zoom.png
Region (64, 137) to (89, 162) microns. Cells in gray, sequential cells in the stronger gray; small squares are vias.
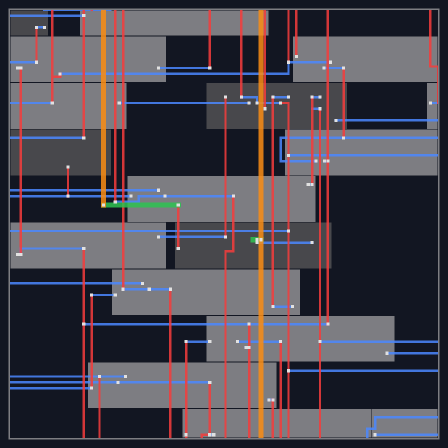
met2.png
Drawn at 1.5 px/micron.
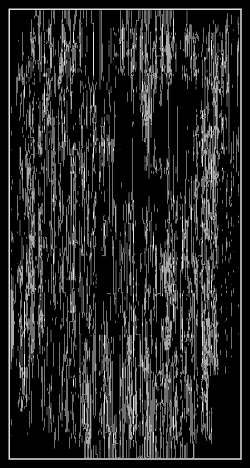
===== src/rtl/node_sink.sv =====
// node_sink: ejection endpoint on a router's local output port.
// Buffers data packets in a small FIFO, consumes ant packets on arrival,
// drains the FIFO at a rate set by i_drain_en, and keeps packet, misroute
// and latency statistics for mesh-level benches.

package node_pkg;
  localparam int COORD_W = 4;
  localparam int TS_W    = 16;

  typedef struct packed {
    logic               ant;
    logic               measure;
    logic [COORD_W-1:0] x_dest;
    logic [COORD_W-1:0] y_dest;
    logic [TS_W-1:0]    timestamp;
    logic [15:0]        payload;
  } packet_t;
endpackage

module node_sink
  import node_pkg::*;
#(
  parameter int X_LOC       = 0,
  parameter int Y_LOC       = 0,
  parameter int QUEUE_DEPTH = 4,
  // Must match node_pkg::TS_W, the timestamp width carried in packet_t.
  parameter int TIME_W      = node_pkg::TS_W
) (
  input  logic              clk,
  input  logic              reset,
  input  packet_t           i_data,
  input  logic              i_data_val,
  output logic              o_en,
  input  logic              i_drain_en,
  input  logic [TIME_W-1:0] i_time,
  output packet_t           o_pkt,
  output logic              o_pkt_val,
  output logic [31:0]       o_rx_count,
  output logic [31:0]       o_ant_count,
  output logic [31:0]       o_misroute_count,
  output logic [47:0]       o_lat_sum,
  output logic [TIME_W-1:0] o_lat_max,
  output logic              o_overflow
);

  localparam int AW    = $clog2(QUEUE_DEPTH);
  localparam int CNT_W = $clog2(QUEUE_DEPTH + 1);

  localparam logic [CNT_W-1:0]   DEPTH   = CNT_W'(QUEUE_DEPTH);
  localparam logic [CNT_W-1:0]   EN_MAX  = CNT_W'(QUEUE_DEPTH - 2);
  localparam logic [COORD_W-1:0] X_HERE  = COORD_W'(X_LOC);
  localparam logic [COORD_W-1:0] Y_HERE  = COORD_W'(Y_LOC);

  packet_t           mem_q [QUEUE_DEPTH];
  logic [AW-1:0]     wr_ptr_q, wr_ptr_d;
  logic [AW-1:0]     rd_ptr_q, rd_ptr_d;
  logic [CNT_W-1:0]  count_q, count_d;
  logic              en_q, en_d;
  packet_t           pkt_q, pkt_d;
  logic              pkt_val_q, pkt_val_d;
  logic [31:0]       rx_q, rx_d;
  logic [31:0]       ant_q, ant_d;
  logic [31:0]       mis_q, mis_d;
  logic [47:0]       lat_sum_q, lat_sum_d;
  logic [TIME_W-1:0] lat_max_q, lat_max_d;
  logic              ovf_q, ovf_d;

  logic              drain, push, data_in, ant_in, misroute;
  packet_t           head;
  logic [TIME_W-1:0] lat;

  // Event decode, all against the pre-edge occupancy.
  always_comb begin
    head     = mem_q[rd_ptr_q];
    drain    = i_drain_en && (count_q != '0);
    data_in  = i_data_val && !i_data.ant;
    ant_in   = i_data_val && i_data.ant;
    // A full FIFO still accepts when the head leaves in the same cycle.
    push     = data_in && ((count_q < DEPTH) || drain);
    misroute = i_data_val && ((i_data.x_dest != X_HERE) || (i_data.y_dest != Y_HERE));
    lat      = i_time - head.timestamp[TIME_W-1:0];
  end

  // Next-state for pointers, occupancy, outputs and statistics.
  always_comb begin
    wr_ptr_d  = wr_ptr_q;
    rd_ptr_d  = rd_ptr_q;
    pkt_d     = pkt_q;
    pkt_val_d = 1'b0;
    rx_d      = rx_q;
    ant_d     = ant_q;
    mis_d     = mis_q;
    lat_sum_d = lat_sum_q;
    lat_max_d = lat_max_q;
    ovf_d     = ovf_q;

    count_d = count_q + CNT_W'(push) - CNT_W'(drain);
    // Leave one skid slot for a packet already in flight when o_en drops.
    en_d    = (count_d <= EN_MAX);

    if (push) begin
      wr_ptr_d = wr_ptr_q + AW'(1);
      if (rx_q != '1) rx_d = rx_q + 32'd1;
    end else if (data_in) begin
      ovf_d = 1'b1;
    end

    if (ant_in && (ant_q != '1)) ant_d = ant_q + 32'd1;
    if (misroute && (mis_q != '1)) mis_d = mis_q + 32'd1;

    if (drain) begin
      rd_ptr_d  = rd_ptr_q + AW'(1);
      pkt_d     = head;
      pkt_val_d = 1'b1;
      if (head.measure) begin
        lat_sum_d = lat_sum_q + 48'(lat);
        if (lat > lat_max_q) lat_max_d = lat;
      end
    end
  end

  // Control and statistics registers with synchronous reset.
  always_ff @(posedge clk) begin
    if (reset) begin
      wr_ptr_q  <= '0;
      rd_ptr_q  <= '0;
      count_q   <= '0;
      en_q      <= 1'b0;
      pkt_q     <= '0;
      pkt_val_q <= 1'b0;
      rx_q      <= '0;
      ant_q     <= '0;
      mis_q     <= '0;
      lat_sum_q <= '0;
      lat_max_q <= '0;
      ovf_q     <= 1'b0;
    end else begin
      wr_ptr_q  <= wr_ptr_d;
      rd_ptr_q  <= rd_ptr_d;
      count_q   <= count_d;
      en_q      <= en_d;
      pkt_q     <= pkt_d;
      pkt_val_q <= pkt_val_d;
      rx_q      <= rx_d;
      ant_q     <= ant_d;
      mis_q     <= mis_d;
      lat_sum_q <= lat_sum_d;
      lat_max_q <= lat_max_d;
      ovf_q     <= ovf_d;
    end
  end

  // FIFO storage; contents are only ever read behind the pointers, so no reset.
  always_ff @(posedge clk) begin
    if (!reset && push) mem_q[wr_ptr_q] <= i_data;
  end

  assign o_en             = en_q;
  assign o_pkt            = pkt_q;
  assign o_pkt_val        = pkt_val_q;
  assign o_rx_count       = rx_q;
  assign o_ant_count      = ant_q;
  assign o_misroute_count = mis_q;
  assign o_lat_sum        = lat_sum_q;
  assign o_lat_max        = lat_max_q;
  assign o_overflow       = ovf_q;

endmodule


===== config.mk =====
export PLATFORM = sky130hd
export DESIGN_NAME = node_sink
export DESIGN_NICKNAME = d
export VERILOG_FILES = /design/src/rtl/node_sink.sv
export SDC_FILE = /design/constraint.sdc
export NUM_CORES = 1
export LEC_CHECK = 0
export CAP_MARGIN = 40
export CORE_ASPECT_RATIO = 2
export CORE_MARGIN = 4
export CORE_UTILIZATION = 40
export CTS_CLUSTER_DIAMETER = 120
export DETAILED_ROUTE_END_ITERATION = 7
export REMOVE_ABC_BUFFERS = 1
export SLEW_MARGIN = 20
export SYNTH_ARGS = -nofsm -noshare
export SYNTH_HDL_FRONTEND = slang
export SYNTH_SLANG_ARGS = --single-unit

===== constraint.sdc =====
create_clock -name clk -period 6 [get_ports clk]
set_clock_uncertainty 0.15 [all_clocks]
set_input_delay 0.9 -clock clk [delete_from_list [all_inputs] [get_ports clk]]
set_output_delay 0.9 -clock clk [all_outputs]
set_load 0.03 [all_outputs]

==> impl_metrics.py <==
# Physical implementation metrics
metrics = {
    "run_status": {
        "status": "completed",
    },
    "power": {
        "maxPowerGroup": "registers",
        "worst_ir_drop_vdd_uv": 210,
        "p_sw_mw": 2.71,
    },
    "finish": {
        "largest_reg_flops": 168,
        "mi_logic_area_sq_um": 7140,
        "n_all_buffers": 287,
        "num-multi-input-gates": 1045,
        "final-nonclk-buf-share": 0.133,
    },
    "drt": {
        "route.detailed.drc": 0,
        "ant_nets": 0,
        "drt_iter0_drc": 414,
        "routedWlPerCell_microns": 18.6,
        "first_pass_iters": 5,
    },
    "die": {
        "fp_util": 0.405,
        "fp.coreArea_sq_um": 41800,
    },
    "logic_synthesis": {
        "synth.cellmix.simpleShare": 0.167,
        "logic_family": "simple AND/OR/NAND/NOR gates",
        "ys_warn_count": 0,
        "yosysSeqAreaShare": 0.551,
        "yosys-top-cells-area": "edfxtp_1 (30%), dfxtp_1 (25%), mux4_2 (5.6%)",
        "ys_sh_xor": 0.0595,
        "yosys_area_sq_um": 16900,
        "netlist_area_sq_um": 16900,
        "largest_area_cell": "edfxtp_1",
    },
    "cts": {
        "cts.path.max_buffers": 3,
        "numClockSinks": 382,
        "cts_tree": "built",
        "cts-buffers-inserted": 37,
        "cts_resized": 0,
        "cts_setup_buffers": 0,
    },
    "final_timing": {
        "fin_crit_ns": 5.32,
        "maxSlewViolCount": 0,
        "worst_pin_slew_ns": 0.759,
        "timing.setup.tns_ns": 0,
        "fmax_ghz": 0.188,
    },
    "worst_setup_path": {
        "reg2reg_to": "o_lat_max[2]",
        "crit_end": "o_lat_max[2]",
    },
    "min_path": {
        "hp-start": "o_pkt[6]",
        "holdPathStages": 2,
    },
    "job": {
        "tool_warnings": 29,
    },
}
-- zoom.png (at the start) --
color	layer
red	met2
blue	met1
orange	met4
green	met3
netlist names of flops here include	`mem_q` (11)
sequential cells in the window	11
most frequent	edfxtp_1 (11), clkbuf_16 (2)
cells with their middle in the window	15

-- met2.png (at the start) --
longest straight run	87.9 microns
main direction	vertical
share of all routed wire	55%
nets with wire on the layer	1682
wire length on this layer	24.2 mm
met2 GRT Util: 0.364
DRT Wirelength: 44300 microns
via count: 12600

[layer usage]
layer	vias up	track usage	part of all wire
met3	91	0.0467	0.061
met4	10	0.0686	0.033
met1	6099	0.192	0.36
li1	6085	-	-
met2	331	0.364	0.55
met5	-	0	0.0016
[Yosys cell counts (7+ instances only)]
cell type / number
a211oi_1: 7
a21o_1: 12
a21oi_1: 116
a31oi_1: 8
and2_1: 14
and3_1: 24
and4_1: 13
clkbuf_1: 46
dfxtp_1: 214
edfxtp_1: 168
ha_1: 57
inv_1: 60
mux2i_1: 15
mux4_2: 42
nand2_1: 176
nand3_1: 57
nand4_1: 44
nor2_1: 155
nor2b_1: 9
nor3_1: 15
o21ai_0: 44
o31ai_1: 7
or3_1: 34
or4_1: 7
xnor2_1: 46
xor2_1: 69
[critical path, stage by stage, from the launching register on]
cell and delay (ns):
dfxtp_4 0.60, mux4_2 0.57, inv_1 0.12, ha_1 0.23
nor2b_1 0.14, o31a_1 0.31, o21ai_0 0.42, a31oi_1 0.22
xnor2_1 0.23, ha_1 0.34, nand3_1 0.15, or4_1 0.56
a21oi_1 0.33, a211o_1 0.25, o221ai_2 0.10, buf_4 0.24
a211oi_1 0.27
[per-stage QoR]
| step | power [mW] | instances | cell area, sq um | setup WS [ns] | hold WS (ns) |
|---|---|---|---|---|---|
| finish | 8.13 | 2383 | 21500 | 0.677 | 0.303 |
| floorplan | 4.84 | 1488 | 16700 | -0.739 | 0.313 |
| global placement | 5.67 | 2313 | 20200 | 0.444 | 0.293 |
| global route | 8.60 | 2382 | 21500 | 0.315 | 0.325 |
| CTS | 8.25 | 2380 | 21500 | 0.536 | 0.307 |
| detailed placement | 5.73 | 2314 | 20200 | 0.368 | 0.297 |
No activity file was given, so power comes from the tool's default toggle rates.
